File: src/rtl/signal_pkg.sv
// Shared types for the intersection phase sequencer and the LED-matrix display block.
package signal_pkg;

    typedef enum logic [1:0] {
        DIR_N = 2'd0,
        DIR_E = 2'd1,
        DIR_S = 2'd2,
        DIR_W = 2'd3
    } dir_t;

    typedef enum logic [1:0] {
        LT_RED = 2'b00,
        LT_GRN = 2'b01,
        LT_YEL = 2'b10
    } light_t;

    typedef enum logic [1:0] {
        PH_IDLE   = 2'd0,
        PH_GREEN  = 2'd1,
        PH_YELLOW = 2'd2,
        PH_CLEAR  = 2'd3
    } phase_t;

    function automatic logic [3:0] dir_onehot(input logic [1:0] d);
        return 4'b0001 << d;
    endfunction

endpackage

File: src/rtl/signal_phase_scheduler_rr_arbiter4.sv
// Four-way round-robin picker: first available approach at or after ptr, wrapping mod 4.
module rr_arbiter4 (
    input  logic [3:0] avail,
    input  logic [1:0] ptr,
    output logic       grant_valid,
    output logic [1:0] grant_dir
);

    // Walk from farthest to nearest so the closest hit to ptr is the last write.
    always_comb begin
        grant_valid = 1'b0;
        grant_dir   = ptr;
        for (int k = 3; k >= 0; k--) begin
            if (avail[ptr + 2'(k)]) begin
                grant_valid = 1'b1;
                grant_dir   = ptr + 2'(k);
            end
        end
    end

endmodule

File: src/rtl/signal_phase_scheduler.sv
// Four-way intersection phase sequencer: latches requests, grants round-robin and times
// green/yellow/all-red against an external tick, with emergency preempt.
module signal_phase_scheduler
    import signal_pkg::*;
#(
    parameter int GREEN_MIN = 4,
    parameter int GREEN_MAX = 12,
    parameter int YELLOW_T  = 2,
    parameter int ALLRED_T  = 1,
    parameter int CNT_W     = 4
) (
    input  logic       clk,
    input  logic       rst_n,
    input  logic       tick,
    input  logic [3:0] req,
    input  logic       preempt,
    output logic [7:0] light,
    output logic [1:0] active_dir,
    output logic [3:0] served,
    output logic [1:0] phase
);

    localparam logic [CNT_W:0] L_GMIN = (CNT_W+1)'(GREEN_MIN);
    localparam logic [CNT_W:0] L_GMAX = (CNT_W+1)'(GREEN_MAX);
    localparam logic [CNT_W:0] L_YEL  = (CNT_W+1)'(YELLOW_T);
    localparam logic [CNT_W:0] L_AR   = (CNT_W+1)'(ALLRED_T);

    phase_t           r_state, w_state_nxt;
    logic [CNT_W-1:0] r_cnt, w_cnt_nxt;
    logic [3:0]       r_pending, w_pending_nxt;
    logic [1:0]       r_ptr, r_active;
    logic             r_new_green;
    logic [7:0]       r_light, w_light;
    logic [1:0]       r_active_dir, r_phase;
    logic [3:0]       r_served;

    logic [3:0]       w_avail, w_others;
    logic             w_gv, w_grant;
    logic [1:0]       w_gdir;
    logic [CNT_W:0]   w_t;

    assign w_avail  = r_pending | req;
    assign w_others = w_avail & ~dir_onehot(r_active);
    // One extra bit so the limit compare fires before the counter could wrap.
    assign w_t      = {1'b0, r_cnt} + (CNT_W+1)'(1);

    rr_arbiter4 u_arb (
        .avail       (w_avail),
        .ptr         (r_ptr),
        .grant_valid (w_gv),
        .grant_dir   (w_gdir)
    );

    always_comb begin
        w_state_nxt = r_state;
        w_cnt_nxt   = r_cnt;
        w_grant     = 1'b0;
        case (r_state)
            PH_IDLE: begin
                if (w_gv && !preempt) w_grant = 1'b1;
            end
            PH_GREEN: begin
                if (preempt) begin
                    w_state_nxt = PH_YELLOW;
                    w_cnt_nxt   = '0;
                end else if (tick) begin
                    if (w_t >= L_GMAX ||
                        (w_t >= L_GMIN && (!req[r_active] || w_others != 4'b0000))) begin
                        w_state_nxt = PH_YELLOW;
                        w_cnt_nxt   = '0;
                    end else begin
                        w_cnt_nxt = w_t[CNT_W-1:0];
                    end
                end
            end
            PH_YELLOW: begin
                if (tick) begin
                    if (w_t >= L_YEL) begin
                        w_state_nxt = PH_CLEAR;
                        w_cnt_nxt   = '0;
                    end else begin
                        w_cnt_nxt = w_t[CNT_W-1:0];
                    end
                end
            end
            PH_CLEAR: begin
                if (tick) begin
                    if (w_t >= L_AR) begin
                        if (w_gv && !preempt) begin
                            w_grant = 1'b1;
                        end else begin
                            w_state_nxt = PH_IDLE;
                            w_cnt_nxt   = '0;
                        end
                    end else begin
                        w_cnt_nxt = w_t[CNT_W-1:0];
                    end
                end
            end
            default: ;
        endcase
        if (w_grant) begin
            w_state_nxt = PH_GREEN;
            w_cnt_nxt   = '0;
        end
    end

    // A grant clears its own pending bit even if req sets it on the same edge.
    assign w_pending_nxt = w_avail & ~(w_grant ? dir_onehot(w_gdir) : 4'b0000);

    always_comb begin
        w_light = '0;
        for (int d = 0; d < 4; d++) begin
            w_light[2*d +: 2] = LT_RED;
            if (2'(d) == r_active) begin
                if (r_state == PH_GREEN)       w_light[2*d +: 2] = LT_GRN;
                else if (r_state == PH_YELLOW) w_light[2*d +: 2] = LT_YEL;
            end
        end
    end

    always_ff @(posedge clk or negedge rst_n) begin
        if (!rst_n) begin
            r_state      <= PH_IDLE;
            r_cnt        <= '0;
            r_pending    <= '0;
            r_ptr        <= '0;
            r_active     <= '0;
            r_new_green  <= 1'b0;
            r_light      <= '0;
            r_active_dir <= '0;
            r_served     <= '0;
            r_phase      <= '0;
        end else begin
            r_state     <= w_state_nxt;
            r_cnt       <= w_cnt_nxt;
            r_pending   <= w_pending_nxt;
            r_new_green <= w_grant;
            if (w_grant) begin
                r_active <= w_gdir;
                r_ptr    <= w_gdir + 2'd1;
            end
            r_light      <= w_light;
            r_active_dir <= r_active;
            r_served     <= r_new_green ? dir_onehot(r_active) : 4'b0000;
            r_phase      <= r_state;
        end
    end

    assign light      = r_light;
    assign active_dir = r_active_dir;
    assign served     = r_served;
    assign phase      = r_phase;

endmodule

File: config.mk
export PLATFORM = sky130hd
export DESIGN_NAME = signal_phase_scheduler
export DESIGN_NICKNAME = d
export VERILOG_FILES = /design/src/rtl/signal_pkg.sv /design/src/rtl/signal_phase_scheduler_rr_arbiter4.sv /design/src/rtl/signal_phase_scheduler.sv
export SDC_FILE = /design/constraint.sdc
export NUM_CORES = 1
export LEC_CHECK = 0
export CELL_PAD_IN_SITES_DETAIL_PLACEMENT = 2
export CELL_PAD_IN_SITES_GLOBAL_PLACEMENT = 2
export CORE_UTILIZATION = 37
export CTS_CLUSTER_DIAMETER = 50
export CTS_CLUSTER_SIZE = 10
export DETAILED_ROUTE_END_ITERATION = 6
export HOLD_SLACK_MARGIN = 0.12
export PLACE_DENSITY = 0.87
export REMOVE_ABC_BUFFERS = 1
export SLEW_MARGIN = 15
export SYNTH_ARGS = -nofsm -noshare
export SYNTH_HDL_FRONTEND = slang
export SYNTH_HIERARCHICAL = 1
export SYNTH_SLANG_ARGS = --single-unit
File: constraint.sdc
create_clock -name clk -period 7.1 [get_ports clk]
set_input_delay 1.42 -clock clk [delete_from_list [all_inputs] [get_ports clk]]
set_output_delay 1.42 -clock clk [all_outputs]
set_load 0.01 [all_outputs]
==> git commit body, run 1 <==
Log flow metrics for this revision

* Global-route wire length before repair: 8473 um
- Area share of and/or/nand/nor cells after synthesis: 0.2245
- Each instance of the synthesized netlist takes up on average 10.44 um2.
- Synth Flop Type: sky130_fd_sc_hd__dfrtp_1
- In the synthesized netlist, the dominant kind of combinational cell is simple AND/OR/NAND/NOR gates.
- Setup repair after global routing missed its margin: false
* Count of final setup violators: 0
* Total met2 wirelength after detailed routing: 2806 um
- Standby leakage power: 0.0009539 uW
- Of the post-synthesis cell area, the dominant cell type holds 0.4477.
- Comb. cell area: 892.1 um2
* Buffer and inverter count on the worst path: 2
- The routed design uses 170 um of met3 wire.
- Measured on the final layout, the clock distribution area share stands at 0.05504.
* Worst hold path endpoint: phase[1]
- Remaining routing DRC violations: 0
* Via count of the first global-routing pass: 1605
* Number of sinks driven by the clock tree: 31
- Grouping stages by cell kind, the critical path spends the most delay in simple AND/OR/NAND/NOR gates.
* Largest contributor to cell area by class: combinational gates
- CTS added clock buffers totalling 5.
- 0 antenna diodes ended up in the layout.
- The layout has 6 clock buffers.
- In the final layout, the fill cell count is 481.
- Post-CTS timing repair inserted 0 buffers for setup.
- Placed Cells: 240
* Routed Antenna Nets: 0
* Synthesis-stage register bit count: 31
* Largest stage delay, worst path: 0.43 ns
- Sequential cells consume a total of 283 uW.
* Start point of the worst min-delay path: r_state[1]
- In this run the layout overhead on the synthesized area is reported as 23.32%.
* Final wirelength: 5123 um
- N_taps: 52
* Most Used Layer, Global Route: met2
- In this run the critical register-to-register path is captured at r_state[0].
* Mux cell area share: 0.01877
- Once the clock tree was built, the resizer swapped 0 gates to a different size.
- Aggregate global-route resource usage: 0.2276
- Post-synth tally of flip-flops with integrated enable: 0
- Walking the worst path, the cells encountered are clkdlybuf4s50_1 > or2_2 > nor2_1 > nand2_1 > and3b_1 > nand3b_1 > a21oi_2 > nor2_2 > inv_2 > a2111o_1 > o22a_1.
- In the final timing run, aggregate negative setup slack is 0 ns.
- The flow ran to the end, and the final reports show no timing, DRC or antenna violations.
- Clock edge transition at the registers on the reported setup and hold paths: 0.07 ns
* PortBufs: 23
* Total via count in the routed design: 1413
- By area the synthesized netlist is led by sky130_fd_sc_hd__dfrtp_1 45%, sky130_fd_sc_hd__ha_1 10%, sky130_fd_sc_hd__and2_1 4.3%, sky130_fd_sc_hd__nand2_1 2.8%, sky130_fd_sc_hd__nor2_1 2.8%.
- The post-route report lists met1 wire length as 2034 um.
- Total number of H-tree levels: 2
* Post-synth ARST share: 1.000
* Synth cell types: 53
- The launch point of the critical path was reported as req[3].
* Dominant power group: combinational logic
run 1: cells in the final DEF (no fill, tap or decap), types with 4 or more instances in the layout:
master | Yosys | final
sky130_fd_sc_hd__dfrtp_1 | 31 | 31
sky130_fd_sc_hd__clkdlybuf4s50_1 | 0 | 23
sky130_fd_sc_hd__ha_1 | 14 | 14
sky130_fd_sc_hd__nor2_1 | 13 | 13
sky130_fd_sc_hd__nand2_1 | 13 | 13
sky130_fd_sc_hd__inv_1 | 12 | 12
sky130_fd_sc_hd__and2_1 | 12 | 12
sky130_fd_sc_hd__a21oi_1 | 6 | 6
sky130_fd_sc_hd__clkbuf_8 | 0 | 6
sky130_fd_sc_hd__nand3_1 | 5 | 5
sky130_fd_sc_hd__o21ai_0 | 4 | 4
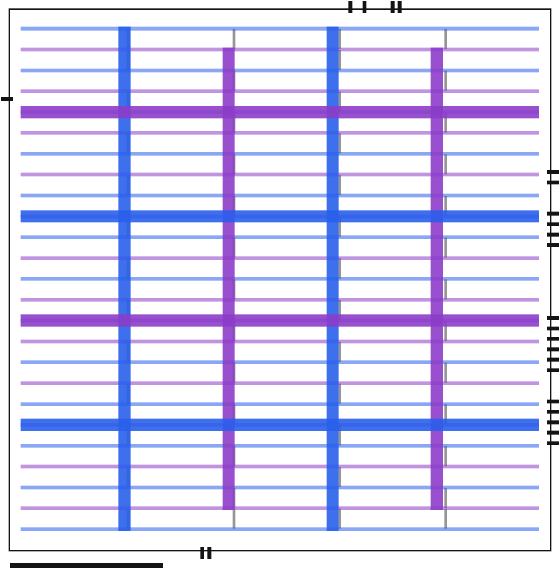
Figure 1: run 1, PDN straps and rails.
Scale bar: 20 um. Pins as bars on the die edge. Tap cells in grey.
net	colour
VSS	blue
VDD	purple
tap cells	52
rows	24
die span in y: 70.44 um
Core Box Area: 4414 um2
die boundary width: 70.44 um

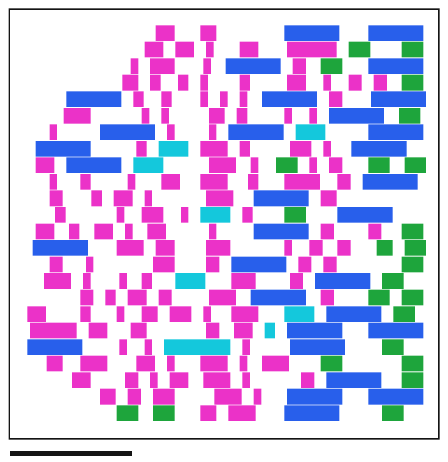
Figure 2: run 1, placed cells, one colour a class.
Scale bar: 20 um.
class	colour	cells
combinational and other logic	magenta	133
clock drivers and dummy loads	cyan	8
flops	blue	31
other buffers and delay cells	green	24
Post-Layout Inst Area: 2137 um2
Site Rows: 24
utilization of the core after routing: 0.4841
Seq/total area: 0.3630

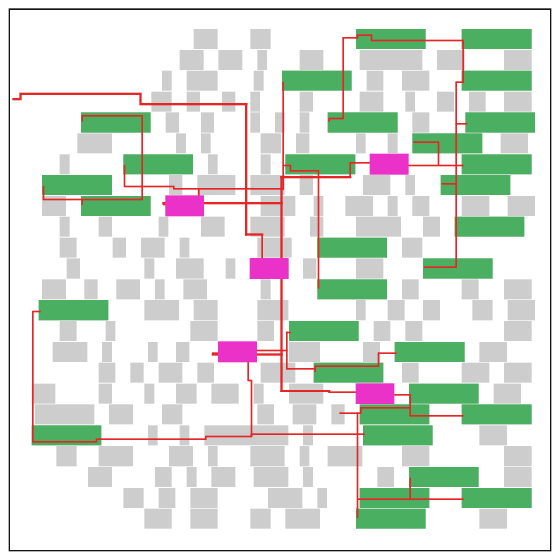
Figure 3: run 1, clock network drawn from the DEF.
[clock wires] red | length: 464 um
[flip-flops] green | count: 31
[clock drivers] magenta | count: 5
flops lie	widely spread
routed clock nets	6
fraction of power consumed by the clock network: 0.208
Clk. pwr: 183 uW

Figure 4. Routed metal, one colour a layer (run 1).
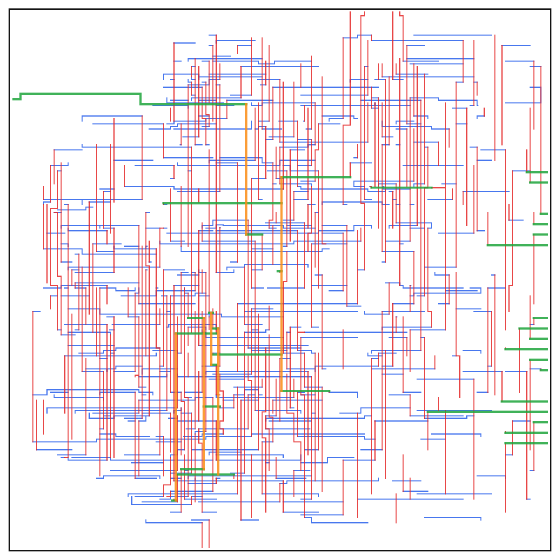

--- run 2 (diff from run 1) ---
--- a/config.mk
+++ b/config.mk
@@ -7,12 +7,12 @@
 export LEC_CHECK = 0
 export CELL_PAD_IN_SITES_DETAIL_PLACEMENT = 2
 export CELL_PAD_IN_SITES_GLOBAL_PLACEMENT = 2
-export CORE_UTILIZATION = 37
+export CORE_UTILIZATION = 35
 export CTS_CLUSTER_DIAMETER = 50
 export CTS_CLUSTER_SIZE = 10
 export DETAILED_ROUTE_END_ITERATION = 6
 export HOLD_SLACK_MARGIN = 0.12
-export PLACE_DENSITY = 0.87
+export PLACE_DENSITY = 0.83
 export REMOVE_ABC_BUFFERS = 1
 export SLEW_MARGIN = 15
 export SYNTH_ARGS = -nofsm -noshare
==> constraint.sdc (replaced) <==
create_clock -name clk -period 3.7 [get_ports clk]
set_input_delay 0.74 -clock clk [delete_from_list [all_inputs] [get_ports clk]]
set_output_delay 0.74 -clock clk [all_outputs]
set_load 0.01 [all_outputs]
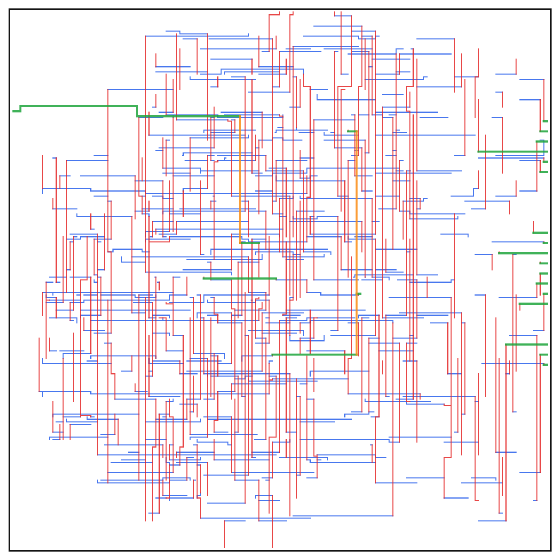
Figure 5: run 2, routed metal, one colour a layer.
layer	colour	wire length
metal 4	orange	46.9 um
metal 2	red	2520 um
metal 3	green	93.2 um
metal 1	blue	1970 um
aggregate global-route resource usage: 0.1962
routed length per instance: 17.62 um
final wirelength: 4633 um
total via count in the routed design: 1384

==> git commit body, run 2 <==
Log flow metrics for this revision

* Run status: completed
- For this run, the number of standard cells in the final layout without fillers is 263.
- Net count, final: 217
- Per the CTS log, the maximum H-tree level is 2.
- The via count of the first global-routing pass is 1503.
- Across the routed clock network, the largest skew measured is 0.007673 ns.
- After clock tree synthesis, the repair step resized 0 gates.
- Top post-synthesis cells by area: sky130_fd_sc_hd__dfrtp_1 45%, sky130_fd_sc_hd__ha_1 10%, sky130_fd_sc_hd__and2_1 4.3%, sky130_fd_sc_hd__nand2_1 2.8%, sky130_fd_sc_hd__nor2_1 2.8%
* Remaining routing DRC violations: 0
- Clock edge transition at the registers on the reported setup and hold paths: 0.07 ns
* Synthesis-to-finish area growth: 24.40%
- The post-synth count of flops with an enable pin is 0.
- Leaving out buffers and inverters, the combinational logic in the layout accounts for 892.1 um2.
- According to the timing report, the data required time at the worst endpoint equals 3.88 ns.
* Setup repair after global routing missed its margin: false
- Sequential cells consume a total of 544 uW.
- Die span in y: 72.37 um
* Area share of and/or/nand/nor cells after synthesis: 0.2245
- Number of design-rule violations left by the first detailed-router iteration: 49
- Once synthesis finished, the tally of register bits stood at 31.
- Dominant power group: combinational logic
- The final layout reports a setup TNS of 0 ns.
* Start point of the worst min-delay path: r_state[1]
- The timing report gives the worst reg2reg path a setup slack of 1.03 ns.
- Core Box Area: 4755 um2
* Hold path cells: 0
- Synthesis produced a netlist whose cell count is 166.
- Combinational Gates: 120
* N_taps: 67
* PortBufs: 23
- The top cell types in the final layout, fill and taps aside, are 31 x sky130_fd_sc_hd__dfrtp_1, 23 x sky130_fd_sc_hd__clkdlybuf4s50_1, 14 x sky130_fd_sc_hd__ha_1.
* Standby leakage power: 0.0009539 uW
- The synthesized netlist contains 53 unique library cells.
* Number of setup buffers added after CTS: 0
- Number of top-level pins: 24
- Entering global routing, the biggest net connects 32 pins.
* Power density relative to cell area: 768.8 nW/um2
* Synth Flop Type: sky130_fd_sc_hd__dfrtp_1
- Buffer and inverter count on the worst path: 3
- The initial antenna violation count is 0.
- For reference, the top logic cell family by area is simple AND/OR/NAND/NOR gates.
* Num CTS Buffers: 5
- Broken down by cell family, the worst path's largest delay share belongs to simple AND/OR/NAND/NOR gates.
- Number of filler cells placed in the layout: 526
- STA shows the worst min-delay path finishing at phase[1].
* Final non-clock buffer share: 0.1103
* Placed Cells: 255
* Die boundary width: 72.37 um
- Power comes to 1657 uW.
- The placement stage leaves a total instance area of 2038 um2.
- STA lists the endpoint of the worst register-to-register path as r_state[0].
* Clk. pwr: 356 uW
- Per STA, the worst path is made up of clkdlybuf4s50_1 > nor2_1 > inv_1 > nor2_1 > nand2_1 > and3b_1 > nand3b_1 > a21oi_2 > nor2_2 > inv_2 > a2111o_1 > o22a_1.
- Clk tree area frac: 0.05456
* Global-route wire length before repair: 7728 um
- The longest incremental delay of any stage on the critical path is reported as 0.45 ns.
- The worst register-to-register path depth is 8.
- Post-synth ARST share: 1.000
- Of the total power, the clock network draws 0.215.
- Total of clock buffers placed in the layout: 6
* Count of final setup violators: 0
* Most instantiated logic cell after routing: sky130_fd_sc_hd__dfrtp_1
- CTS saw 31 sinks.
* Largest contributor to cell area by class: combinational gates
- For this run, the script counts the antenna cells in the layout as 0.
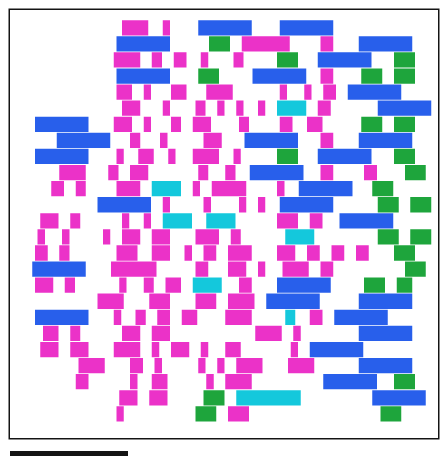
Figure 6: run 2, placed cells, one colour a class.
Scale bar: 20 um.
class	colour	cells
flops	blue	31
clock drivers and dummy loads	cyan	8
combinational and other logic	magenta	133
other buffers and delay cells	green	24
utilization of the core after routing: 0.4534
Site Rows: 25
Post-Layout Inst Area: 2156 um2
Seq/total area: 0.3598

run 2: worst max path at each step:
stage / start / slack [ns] / cells past startpoint / to
2_1_floorplan: req[3] / 1.12 / 10 / r_state[0]
3_3_place_gp: req[3] / 0.50 / 11 / r_state[0]
3_5_place_dp: req[0] / 0.34 / 12 / r_state[0]
4_1_cts: req[1] / 0.57 / 12 / r_state[0]
5_1_grt: req[1] / 0.38 / 12 / r_state[0]
6_report: req[1] / 0.57 / 12 / r_state[0]
run 2: per-layer routing:
metal	vias up	routed length, um	global-route usage
met3	5	93	0.03750
met4	0	46	0.05229
met5	-	0	0
met2	23	2521	0.3718
met1	710	1972	0.2229
li1	646	-	-
Figure 7. Track usage over the die (run 2).
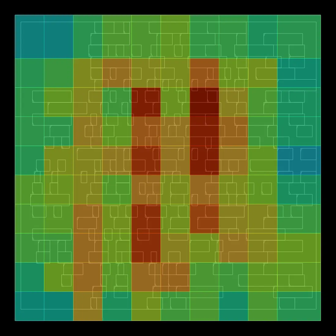

--- run 3 (diff from run 2) ---
==> constraint.sdc (replaced) <==
create_clock -name clk -period 2.99 [get_ports clk]
set_input_delay 0.598 -clock clk [delete_from_list [all_inputs] [get_ports clk]]
set_output_delay 0.598 -clock clk [all_outputs]
set_load 0.01 [all_outputs]
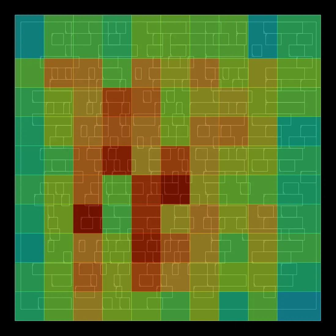
Figure 8: run 3, track usage over the die.
aggregate global-route resource usage: 0.2190
met1 track demand over resource in global routing: 0.2493
met2 routing resource usage after global routing: 0.4164
met3 track demand over resource: 0.04167

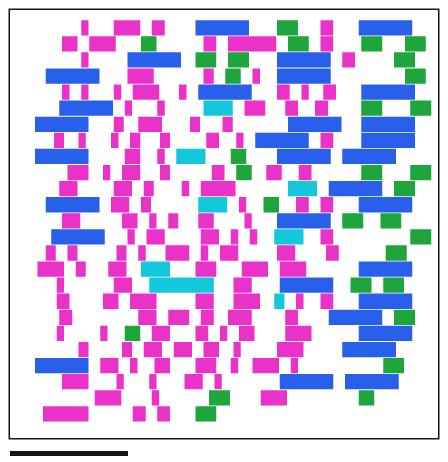
Figure 9: run 3, placed cells, one colour a class.
Scale bar: 20 um.
class	colour	cells
combinational and other logic	magenta	133
clock drivers and dummy loads	cyan	8
flops	blue	31
other buffers and delay cells	green	30
Core Box Area: 4755 um2
Post-Layout Inst Area: 2206 um2

==> git commit body, run 3 <==
Log flow metrics for this revision

* PortBufs: 23
- Worst hold path endpoint: served[1]
- The run finished with clean final reports.
- Source of the critical timing path: req[0]
- The final layout reports a setup TNS of 0 ns.
* Terminus of the critical flop-to-flop path: r_cnt[2]
- Largest net degree at the start of global routing: 32
- Total number of H-tree levels: 2
- Buffers inserted during clock tree synthesis total 5.
* Net count, final: 223
- The startpoint identified for the worst hold timing path is r_new_green.
- For this run, the slowest stage of the critical path takes 0.57 ns.
- The leakage power in the latest report is 0.0009831 uW.
- Total met2 wirelength after detailed routing: 2891 um
- Of the post-synthesis cell area, the dominant cell type holds 0.4477.
- Routed Antenna Nets: 0
- The routed layout has 1434 vias.
* Post-placement cell area: 2083 um2
- The flow reports power dissipated in sequential cells as 678 uW.
- Summed over the clock group, the power is 428 uW.
- Post-synth tally of flip-flops with integrated enable: 0
- Number of top-level pins: 24
- The synthesis report names the predominant flop master as sky130_fd_sc_hd__dfrtp_1.
* Number of antenna violations at the first check in global routing: 0
- Count of final setup violators: 0
- The first global-routing pass estimated 8507 um of wire.
* Crit path cell chain: clkdlybuf4s50_1 > nor2_2 > inv_1 > nor2_2 > nand2_1 > and3b_1 > nand3b_1 > a21oi_2 > or4_4 > o211ai_1 > o2bb2ai_1
- Site Rows: 25
- Number of setup buffers added after CTS: 0
- Buffer and inverter count on the worst path: 2
* Mean area per synthesized cell: 10.44 um2
- After synthesis the netlist holds a flip-flop and latch count of 31.
- TritonRoute reported its final design rule violation total as 0.
- For the worst setup path, the data required time is 3.18 ns.
- Number of design-rule violations left by the first detailed-router iteration: 75
- FF-to-FF path depth: 7
* Top post-synthesis cells by area: sky130_fd_sc_hd__dfrtp_1 45%, sky130_fd_sc_hd__ha_1 10%, sky130_fd_sc_hd__and2_1 4.3%, sky130_fd_sc_hd__nand2_1 2.8%, sky130_fd_sc_hd__nor2_1 2.8%
- Worst clock skew on the final layout: 0.005961 ns
* Portion of total power attributed to sequential cells: 0.319
- Routed length per instance: 19.39 um
* Placed Cells: 261
- The via count of the first global-routing pass is 1642.
- Period Utilization, post-route: 0.9476
- Per the GRT log, the top usage layer is met2.
- Power density relative to cell area: 962.7 nW/um2
- After layout, the design draws a total of 2124 uW.
* Dominant power group: combinational logic
- For this run, the share of the core covered by cells in the final layout is 0.4639.
- The final layout contains routed wiring with a total length of 5216 um.
- In the hold timing report, the worst path depth is 1.
- Setup slack of the most critical reg-to-reg path: 0.31 ns
- Signal routing reaches up to met4.
* Cell depth of the worst setup path: 11
- Per the OpenROAD floorplan log, the height of the die is 72.37 um.
* Setup repair after global routing missed its margin: false
- In this run the horizontal extent of the chip is 72.37 um.
- Between the synthesized netlist and the finished layout, the area growth was recorded as 27.29%.
- Met1 Wirelength: 2094 um
- Fraction of power consumed by the clock network: 0.201
* Total length of routed met3 wires: 148 um
- Counting every sink on the clock net gives 31.
- Once the clock tree was built, the resizer swapped 0 gates to a different size.
- For this run, the script counts the antenna cells in the layout as 0.
[run 3: logic make-up (layout without fill, tap and decap cells)]
group	Yosys count	in the layout	synth area share
AND/OR/NAND/NOR	66	66	0.2246
AND-OR/OR-AND	37	37	0.1654
flip-flops	31	31	0.4477
buffers and inverters	15	51	0.03754
adder cells (fa/ha/maj)	14	14	0.1011
multiplexers	2	2	0.01877
XOR/XNOR	1	1	0.005055
[run 3: area by class of cell]
| class | instances | area (um2) | area share |
|---|---|---|---|
| clock buffers | 6 | 82.58 | 0.03744 |
| inverters | 13 | 48.80 | 0.02212 |
| flip-flops and latches | 31 | 775.7 | 0.3517 |
| clock inverters | 2 | 35.03 | 0.01588 |
| multi-input cells | 120 | 897.1 | 0.4067 |
| well taps | 67 | 83.83 | 0.03800 |
| repair buffers | 30 | 282.8 | 0.1282 |
No activity file was given, so power comes from the tool's default toggle rates.
